<file path="config.mk">
export PLATFORM = sky130hd
export DESIGN_NAME = vga_fb_writer
export DESIGN_NICKNAME = d
export VERILOG_FILES = /design/src/rtl/vga_fb_writer.sv
export SDC_FILE = /design/constraint.sdc
export NUM_CORES = 1
export LEC_CHECK = 0
export ABC_AREA = 1
export CAP_MARGIN = 20
export CORE_ASPECT_RATIO = 1.1
export CORE_MARGIN = 2
export CORE_UTILIZATION = 35
export CTS_CLUSTER_DIAMETER = 50
export DETAILED_ROUTE_END_ITERATION = 10
export SYNTH_ARGS = -nofsm -noshare
export SYNTH_HDL_FRONTEND = slang
export SYNTH_SLANG_ARGS = --single-unit
</file>
<file path="constraint.sdc">
create_clock -name clk -period 7.1 [get_ports clk]
set_input_delay 1.42 -clock clk [delete_from_list [all_inputs] [get_ports clk]]
set_output_delay 1.42 -clock clk [all_outputs]
set_load 0.03 [all_outputs]
</file>
<file path="src/rtl/vga_fb_writer.sv">
// rtl/vga_fb_writer.sv - buffered pixel-write front end and clear engine for the RGB332 framebuffer
//
// Purpose: accepts 32-bit byte-enabled CPU writes (four RGB332 pixels) into a
// small word FIFO. Each word is drained as single-pixel writes on the
// framebuffer BRAM write port. A clear engine fills the whole frame with one
// colour after any queued words have drained.
//
// Ports:
//   clk, rst                  system clock, synchronous active-high reset
//   bus_req/addr/data/be      CPU write request, held until bus_ack
//   bus_ack                   one-cycle pulse when the word enters the FIFO
//   clr_start, clr_color      clear request pulse and its colour
//   busy                      clear pending or running
//   oob_err                   sticky: an out-of-range word was dropped
//   fb_we, fb_addr, fb_din    framebuffer write port (all registered)

module vga_fb_writer #(
  parameter int FIFO_DEPTH = 4,
  parameter int FB_PIXELS  = 480000,
  parameter int ADDR_W     = 19
) (
  input  logic              clk,
  input  logic              rst,
  input  logic              bus_req,
  input  logic [ADDR_W-1:0] bus_addr,
  input  logic [31:0]       bus_data,
  input  logic [3:0]        bus_be,
  output logic              bus_ack,
  input  logic              clr_start,
  input  logic [7:0]        clr_color,
  output logic              busy,
  output logic              oob_err,
  output logic              fb_we,
  output logic [ADDR_W-1:0] fb_addr,
  output logic [7:0]        fb_din
);

  localparam int PW = $clog2(FIFO_DEPTH);
  localparam int WA = ADDR_W - 2;
  localparam int EW = WA + 36;
  // One extra bit so a limit equal to 2**WA words is still representable.
  localparam logic [WA:0]     WORD_END = (WA + 1)'(FB_PIXELS / 4);
  localparam logic [ADDR_W:0] PIX_END  = (ADDR_W + 1)'(FB_PIXELS);

  typedef enum logic [1:0] {IDLE, WRITE, CLEAR} state_t;

  state_t            state_q, state_d;
  logic [PW:0]       wr_ptr_q, wr_ptr_d, rd_ptr_q, rd_ptr_d;
  logic [EW-1:0]     mem_q [FIFO_DEPTH];
  logic [WA-1:0]     word_q, word_d;
  logic [31:0]       data_q, data_d;
  logic [3:0]        mask_q, mask_d;
  logic [ADDR_W:0]   cnt_q, cnt_d;
  logic [7:0]        color_q, color_d;
  logic              busy_q, busy_d;
  logic              oob_q, oob_d;
  logic              bus_ack_q, bus_ack_d;
  logic              fb_we_q, fb_we_d;
  logic [ADDR_W-1:0] fb_addr_q, fb_addr_d;
  logic [7:0]        fb_din_q, fb_din_d;

  logic              fifo_full, fifo_empty, push, pop;
  logic [EW-1:0]     head;
  logic [WA-1:0]     head_word, src_word;
  logic [31:0]       head_data, src_data;
  logic [3:0]        head_be, src_mask;
  logic [1:0]        lane;
  logic              unused_addr_bits;

  assign unused_addr_bits = ^bus_addr[1:0];

  function automatic logic [1:0] low_lane(input logic [3:0] m);
    low_lane = 2'd0;
    for (int i = 3; i >= 0; i--) begin
      if (m[i]) low_lane = 2'(i);
    end
  endfunction

  assign fifo_empty = (wr_ptr_q == rd_ptr_q);
  assign fifo_full  = (wr_ptr_q[PW] != rd_ptr_q[PW]) &&
                      (wr_ptr_q[PW-1:0] == rd_ptr_q[PW-1:0]);
  // The registered ack blocks acceptance, so one request is never taken twice.
  assign push = bus_req && !fifo_full && !bus_ack_q && !busy_q;

  assign head = mem_q[rd_ptr_q[PW-1:0]];
  assign {head_word, head_data, head_be} = head;

  // In IDLE the first lane is issued straight from the FIFO head so the first
  // write is visible the cycle after the pop; WRITE continues from the latch.
  assign src_word = (state_q == IDLE) ? head_word : word_q;
  assign src_data = (state_q == IDLE) ? head_data : data_q;
  assign src_mask = (state_q == IDLE) ? head_be   : mask_q;
  assign lane     = low_lane(src_mask);

  always_comb begin
    state_d   = state_q;
    word_d    = word_q;
    data_d    = data_q;
    mask_d    = mask_q;
    cnt_d     = cnt_q;
    color_d   = color_q;
    busy_d    = busy_q;
    oob_d     = oob_q;
    fb_we_d   = 1'b0;
    fb_addr_d = fb_addr_q;
    fb_din_d  = fb_din_q;
    pop       = 1'b0;
    bus_ack_d = push;
    wr_ptr_d  = wr_ptr_q + (PW + 1)'(push);

    if (clr_start && !busy_q) begin
      busy_d  = 1'b1;
      color_d = clr_color;
    end

    case (state_q)
      IDLE: begin
        if (!fifo_empty) begin
          pop = 1'b1;
          if ({1'b0, head_word} >= WORD_END) begin
            oob_d = 1'b1;
          end else if (head_be != 4'd0) begin
            word_d    = head_word;
            data_d    = head_data;
            fb_we_d   = 1'b1;
            fb_addr_d = {src_word, lane};
            fb_din_d  = src_data[{lane, 3'b000} +: 8];
            mask_d    = src_mask & ~(4'b0001 << lane);
            state_d   = WRITE;
          end
        end else if (busy_q) begin
          fb_we_d   = 1'b1;
          fb_addr_d = '0;
          fb_din_d  = color_q;
          cnt_d     = (ADDR_W + 1)'(1);
          state_d   = CLEAR;
        end
      end
      WRITE: begin
        // The cycle with an empty mask is the bubble while the last lane shows.
        if (mask_q != 4'd0) begin
          fb_we_d   = 1'b1;
          fb_addr_d = {src_word, lane};
          fb_din_d  = src_data[{lane, 3'b000} +: 8];
          mask_d    = src_mask & ~(4'b0001 << lane);
        end else begin
          state_d = IDLE;
        end
      end
      CLEAR: begin
        if (cnt_q == PIX_END) begin
          busy_d  = 1'b0;
          state_d = IDLE;
        end else begin
          fb_we_d   = 1'b1;
          fb_addr_d = cnt_q[ADDR_W-1:0];
          fb_din_d  = color_q;
          cnt_d     = cnt_q + (ADDR_W + 1)'(1);
        end
      end
      default: state_d = IDLE;
    endcase

    rd_ptr_d = rd_ptr_q + (PW + 1)'(pop);
  end

  always_ff @(posedge clk) begin
    if (push) mem_q[wr_ptr_q[PW-1:0]] <= {bus_addr[ADDR_W-1:2], bus_data, bus_be};
  end

  always_ff @(posedge clk) begin
    if (rst) begin
      state_q   <= IDLE;
      wr_ptr_q  <= '0;
      rd_ptr_q  <= '0;
      word_q    <= '0;
      data_q    <= '0;
      mask_q    <= '0;
      cnt_q     <= '0;
      color_q   <= '0;
      busy_q    <= 1'b0;
      oob_q     <= 1'b0;
      bus_ack_q <= 1'b0;
      fb_we_q   <= 1'b0;
      fb_addr_q <= '0;
      fb_din_q  <= '0;
    end else begin
      state_q   <= state_d;
      wr_ptr_q  <= wr_ptr_d;
      rd_ptr_q  <= rd_ptr_d;
      word_q    <= word_d;
      data_q    <= data_d;
      mask_q    <= mask_d;
      cnt_q     <= cnt_d;
      color_q   <= color_d;
      busy_q    <= busy_d;
      oob_q     <= oob_d;
      bus_ack_q <= bus_ack_d;
      fb_we_q   <= fb_we_d;
      fb_addr_q <= fb_addr_d;
      fb_din_q  <= fb_din_d;
    end
  end

  assign bus_ack = bus_ack_q;
  assign busy    = busy_q;
  assign oob_err = oob_q;
  assign fb_we   = fb_we_q;
  assign fb_addr = fb_addr_q;
  assign fb_din  = fb_din_q;

endmodule
</file>
run_1/congestion_map.png
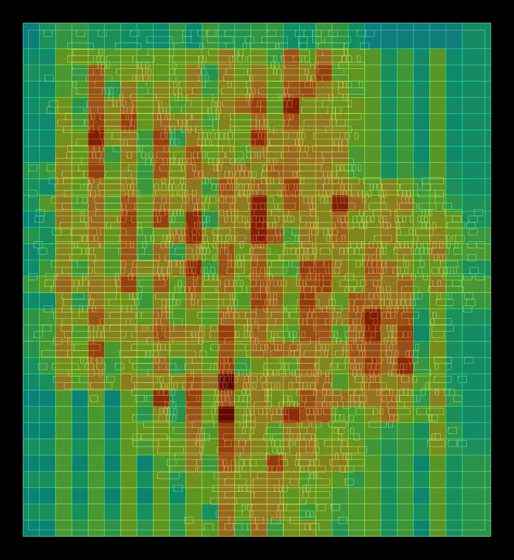
gr usage total: 16.8%
Top Usage Layer GRT: met2

run_1/floorplan.png
Bar = 50 um. Pins as bars on the die edge.
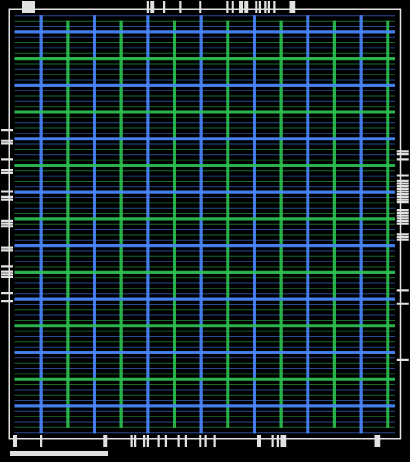
legend:
  blue:
    net: VSS
  green:
    net: VDD
rows: 78
met1 rails: 79
die height: 218 um
horizontal extent of the die: 198 um
floorplan core area: 41100 um^2
Max rail drop VDD: 0.000192 V

==> notes.md, run 1 <==
Update from the flow run.

The worst path required time is 7250 ps. Per the breakdown, switching nets consume a little under two fifths of all power. The run finished with clean final reports. The post-route setup TNS is 0 ps. The fraction of power consumed by sequential logic is approximately 36%. The post-route minimum period is roughly 3700 ps. The cell area after synthesis is 14600 um^2.

Setup slack on the worst reg-to-reg path comes out at approximately 3400 ps. The number of resized instances in the post-cts repair step is 0. The cell row count is about 78.

The sink count of the clock tree is approximately 330. The yosys warning tally is 0. By instance count, the cell type seen most on the critical path is buf_4. In the hold timing report, the worst path depth is 2. The tree is rooted in a clkbuf_16. The worst setup path endpoint is mem_q[3][34].

The endpoint of the worst-slack reg-to-reg timing path is mem_q[3][34]. STA shows the worst reg2reg path with a cell count of 7. The top cell type by area accounts for 43.7% of the synthesized area. Yosys mapped a number of flops with a built-in enable equal to 212.

The average instance area after synthesis is between 9 and 10 um^2. The total number of multi-input combinational cells is a little over 1000. STA lists the startpoint of the worst hold path as data_q[20]. Compared with the post-synthesis result, the final layout area differs by 17.4%. Ranked by power, first place goes to registers.

The worst hold-check path type is register to register. The design draws between 0.006 and 0.007 W. On the worst path, the slowest cell contributes a delay of 720 ps. The relative slew slack is 45.7%. Entering global routing, the biggest net connects roughly 110 pins. After detailed routing, the number of vias per cell comes to around 4.9. The static leakage power is roughly 6.3 nW. After layout the signal buffers, clock cells excluded, come to under 10% of cell area. The cell family contributing the most delay on the critical path is buffers and inverters. The biggest fanout along the worst timing path is between 60 and 70. The script computed a power per unit cell area of between 300 and 400 nW/um^2. The HPWL after detailed placement is between 20000 and 25000 um. The placement summary gives the final routability congestion estimate as around 0.84. Summing the areas of all xor and xnor instances in the mapped netlist gives less than 1% of the synthesized area.

The sort of element at the end of the critical path is a register. The worst hold slack after final layout is about 450 ps. The worst slack at placement is 3130 ps. Based on the critical path, the design can be clocked at up to between 200 and 300 MHz. The buffer depth of the longest clock path is 3.

Including well taps, the total number of placed cells is 2108. The final timing report lists a max-slew violation count of 0. The combinational share of cell area is 29.1%. The main combinational cell family by area after synthesis is simple AND/OR/NAND/NOR gates. The number of sequential storage elements is around 330.

Setup repair after global routing left no endpoint under its margin. The largest area contributor in the synthesized netlist is edfxtp_1. The count of vias placed by the detailed router is approximately 11000. The final instance count without filler cells is about 2200. The remaining antenna violation count after routing is 0. Recorded from the global router log, the overflow total was 0. Cells with a size suffix above 1 make up under 10% of the layout. The first routing iteration left 831 violations. By area, the class that comes first in the final layout consists of flip-flops and latches. Per the synthesis report, the adder-cell share of the synthesized area is less than 1%. The sequential share of cell area is approximately half. The fill cell instance count of the final layout is approximately 4100. The main flop type after synthesis is edfxtp_1. Per the layout area report, the combinational gate area comes to 4970 um^2. The CTS tree is built. The setup-violating endpoint count in the final report is 0. The post-cts hold-fix buffer tally is 0. The max-capacitance violation count is 0. The area of the chip is roughly 43000 um^2. The slowest stage of the critical path is the buf_4 cell. The count of final hold-check violations is 0.

The iteration count recorded for the first detailed-route pass is 5. The post-synthesis cell count from yosys is approximately 1500. When the netlist entered floorplanning its net count stood at 1599. In the layout the commonest cells are 374 x nand2_1, 212 x edfxtp_1, 138 x nor2_1.

The unique cell type count in the Yosys netlist is roughly 49. The number of clock buffers inserted by TritonCTS is 37. The initial antenna violation count came to 1.

The setup fix buffers added after clock tree synthesis is 0. Registers take between 8000 and 9000 um^2. The synthesized netlist devotes between 10% and 20% of its cell area to compound gates. Sequential power for this build is around 0.0024 W.

The instance tally after logic synthesis is ~1500. The total number of tap cells is roughly 560. Combinational logic burns 35.9% of the power. Data on the critical path arrives at its endpoint at around 3900 ps.

The register with the most flip-flops in the layout has 212 of them. Yosys reported that registers with async set or reset make up 0%. After detailed placement, the total cell area comes to between 15000 and 20000 um^2. Of the post-synthesis cell area, the part taken by muxes is 0%. Clock latency on the worst-skew pair, taken at its later pin, is approximately 530 ps. The final-layout clock-cell area share is between 7 and 8%. The post-route cell area is 17100 um^2. The reg-to-reg startpoint is rd_ptr_q[0].

The final routed wire length divided by cell count is about 16 um.
run_1/util_map.png
Bar = 50 um. The die is cut into 20 by 22 equal tiles; black is low, pale yellow is high, 0 to 100% covered.
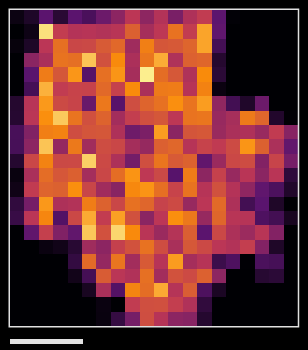
tiles over 75% full: 6.6%
fullest tile: 96%
nearly empty tiles: 21%
mean over tiles: 38%
Final Util: 41.6%
share of the core filled by cells before placement: 35.4%

run_1/port_trees.png
Bar = 50 um.
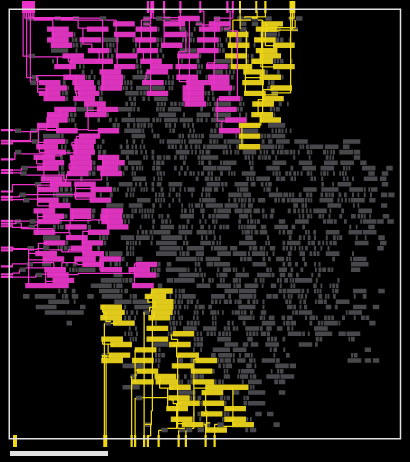
legend:
  magenta:
    port: bus_data
    bits: 32
    direction: input
    end_cells: 128
    wire: 1770 um
  yellow:
    port: bus_addr
    bits: 19
    direction: input
    end_cells: 68
    wire: 1030 um
number of buffers added on ports: 95
count of pins on the block boundary: 98

-- run 1: synthesized netlist by cell type, types with 8 or more instances --
cell type  count
o21ai_1       20
nand2_2       12
nand3_1      109
nand2_1      374
edfxtp_1     212
nor2_2        11
inv_1         78
nor3_1        16
xor2_1         8
clkbuf_1      23
o211ai_1       8
a22o_1         8
buf_6         15
nand4_1       11
o21ai_0      131
ha_1          10
dfxtp_1      120
o22ai_1       27
nand3b_1       9
buf_2         34
nor2_1       138
a21oi_1       82
-- run 1: metal layers --
| metal | part of all wire, % | global-route usage (%) | vias up |
|---|---|---|---|
| li1 | - | - | 5328 |
| met4 | 2.8 | 5.62 | 0 |
| met3 | 4.5 | 2.61 | 66 |
| met5 | 0 | 0 | - |
| met1 | 45 | 22.4 | 5039 |
| met2 | 48 | 27.8 | 243 |
run_1/class_map.png
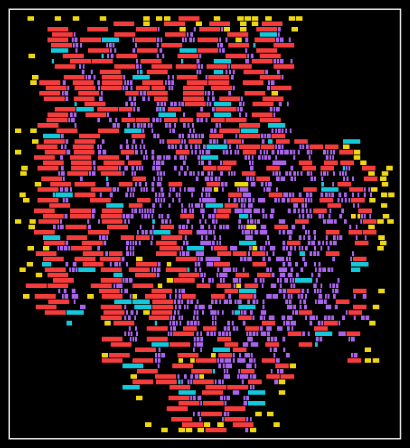

--- run 2 (diff from run 1) ---
Clock period 7.1 ns to 3.1 ns, I/O delays scaled along.
run_2/class_map.png
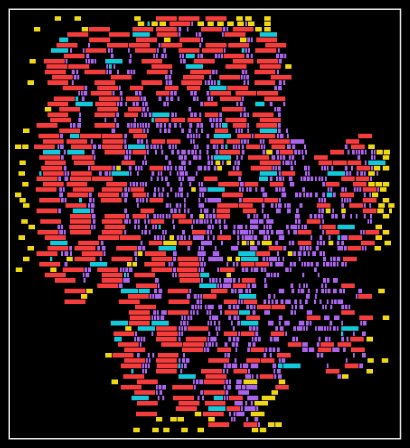
legend:
  red:
    class: sequential cells
    cells: 332
  cyan:
    class: clock drivers and dummy loads
    cells: 67
  yellow:
    class: remaining buffers and delay cells
    cells: 120
  purple:
    class: remaining logic cells
    cells: 1110
site row count: 78
Final Util: 41.9%
sequential cell area share: 51.0%
final design area excluding fillers: 17200 um^2

==> notes.md, run 2 <==
Update from the flow run.

The flow ran to the end, and the final reports show no timing, DRC or antenna violations. The compound-gate portion of the synthesized area is 10.7% (unchanged). The biggest fanout along the worst timing path is 64 (-7.2%).

The share of flip-flops with an asynchronous set or reset was 0% (unchanged). The initial antenna violation count was 0 (-1). The post-route setup TNS is 0 ps (unchanged). The final instance count without filler cells is 2189 (+0.46%). The number of pins exceeding their max-slew limit in the final report is 0 (unchanged).

The instance tally after logic synthesis is 1522 (unchanged). The number of resized instances in the post-cts repair step is 0 (unchanged). The met1 wire length is 15900 um (-1.3%). The share of final layout cell area taken by non-clock buffers is 7.00% (+0.77 points). The count of vias placed by the detailed router is 10600 (-0.28%). After synthesis, the largest family of logic cells by area is simple AND/OR/NAND/NOR gates. The number of port buffers is 95 (unchanged).

The reported sequential group power is 0.00549 W (+130%). The mean number of vias per cell is 4.86 (-0.74%). Setup repair after global routing left no endpoint under its margin. The insertion delay of the later-clocked pin in the worst-skew pair is 540 ps (about the same). The overall die height was 218 um (unchanged). The share of total power in combinational logic was 36.5% (+0.6 points). The setup-violating endpoint count in the final report is 0 (unchanged). The remaining antenna violation count after routing is 0 (unchanged). The iteration count of the initial detailed-routing pass came to 5 (unchanged). The max-capacitance violation count is 0 (unchanged). The instance count along the most critical hold path is 2 (unchanged). The buffer depth of the longest clock path was 3 (unchanged).

The core area was 41100 um^2 (unchanged). The xor and xnor area share after synthesis came to 0.843% (unchanged). The total track usage came to 16.8% (+0.084 points).

The fraction of power consumed by sequential logic is 36.0% (+0.3 points). The portion of synthesized cell area occupied by the leading cell type is 43.7% (unchanged). The kind of cell adding the most delay to the critical path is simple AND/OR/NAND/NOR gates. The total number of multi-input combinational cells is 1022 (unchanged). The min-delay analysis places its worst path in the category register to register. The number of placed instances with taps included is 2121 (+0.62%).

The endpoint of the worst-slack reg-to-reg timing path is data_q[29]. The setup fix buffers added after clock tree synthesis is 0 (unchanged). The fill cell instance count of the final layout was 3951 (-2.8%). The unique cell type count in the Yosys netlist came to 49 (unchanged). The CTS tree is built. The post-synthesis cell count from yosys is 1522 (unchanged). The static leakage power is 6.38 nW (+1.1%).

The fraction of final layout cells sized beyond drive strength 1 is 9.45% (+0.86 points). By instance count, the leading cell after synthesis is nand2_1. The tree is rooted in a clkbuf_16.

The group that draws the most power in this run is combinational logic. The total number of tap cells is 560 (unchanged). The sort of element at the end of the critical path is a register. The HPWL after detailed placement is 23100 um (+4.3%).

The slack of the worst reg-to-reg path is 510 ps (-2860 ps). The net count entering floorplan is 1599 (unchanged). The critical path's slowest stage uses the library cell dfxtp_4. The met2 capacity usage during global routing is 28.6% (+0.82 points).

The relative slew slack is 57.9% (+12 points). The worst path required time was 3560 ps (-3690 ps). The number of sequential storage elements is 332 (unchanged). The sequential standard cell area came to 8770 um^2 (unchanged). The overall power after layout came to 0.0152 W (+130%). The final weighted congestion of routability-driven global placement is 0.843 (+0.87%). The total congestion overflow is 0 (unchanged).

The number of clock buffers inserted by TritonCTS is 37 (unchanged).
run_2/port_trees.png
Bar = 50 um.
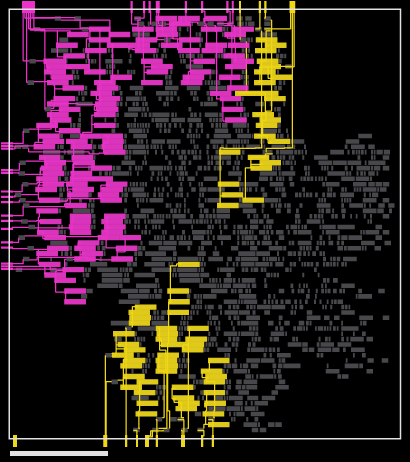
legend:
  yellow:
    port: bus_addr
    bits: 19
    direction: input
    end_cells: 68
    wire: 1170 um
  magenta:
    port: bus_data
    bits: 32
    direction: input
    end_cells: 128
    wire: 1780 um

-- run 2: netlist changes by cell type in the layout (fill, tap and decap cells not counted), moves of 3 or more --
| cell | delta |
|---|---|
| nor3_4 | +4 |
| nor3_2 | -4 |
| buf_12 | +4 |
| clkinv_2 | +3 |
| buf_4 | +8 |
| clkinv_1 | -3 |
-- run 2: worst max-delay path by stage --
| stage | endpoint | slack [ps] | cells after the start |
|---|---|---|---|
| detailed placement | data_q[31] | 510 | 12 |
| global route | data_q[8] | 210 | 12 |
| floorplan | mem_q[1][0] | -580 | 7 |
| finish | data_q[29] | 510 | 13 |
| global placement | mem_q[0][31] | 540 | 4 |
| CTS | data_q[29] | 480 | 13 |
No activity file was given, so power comes from the tool's default toggle rates.
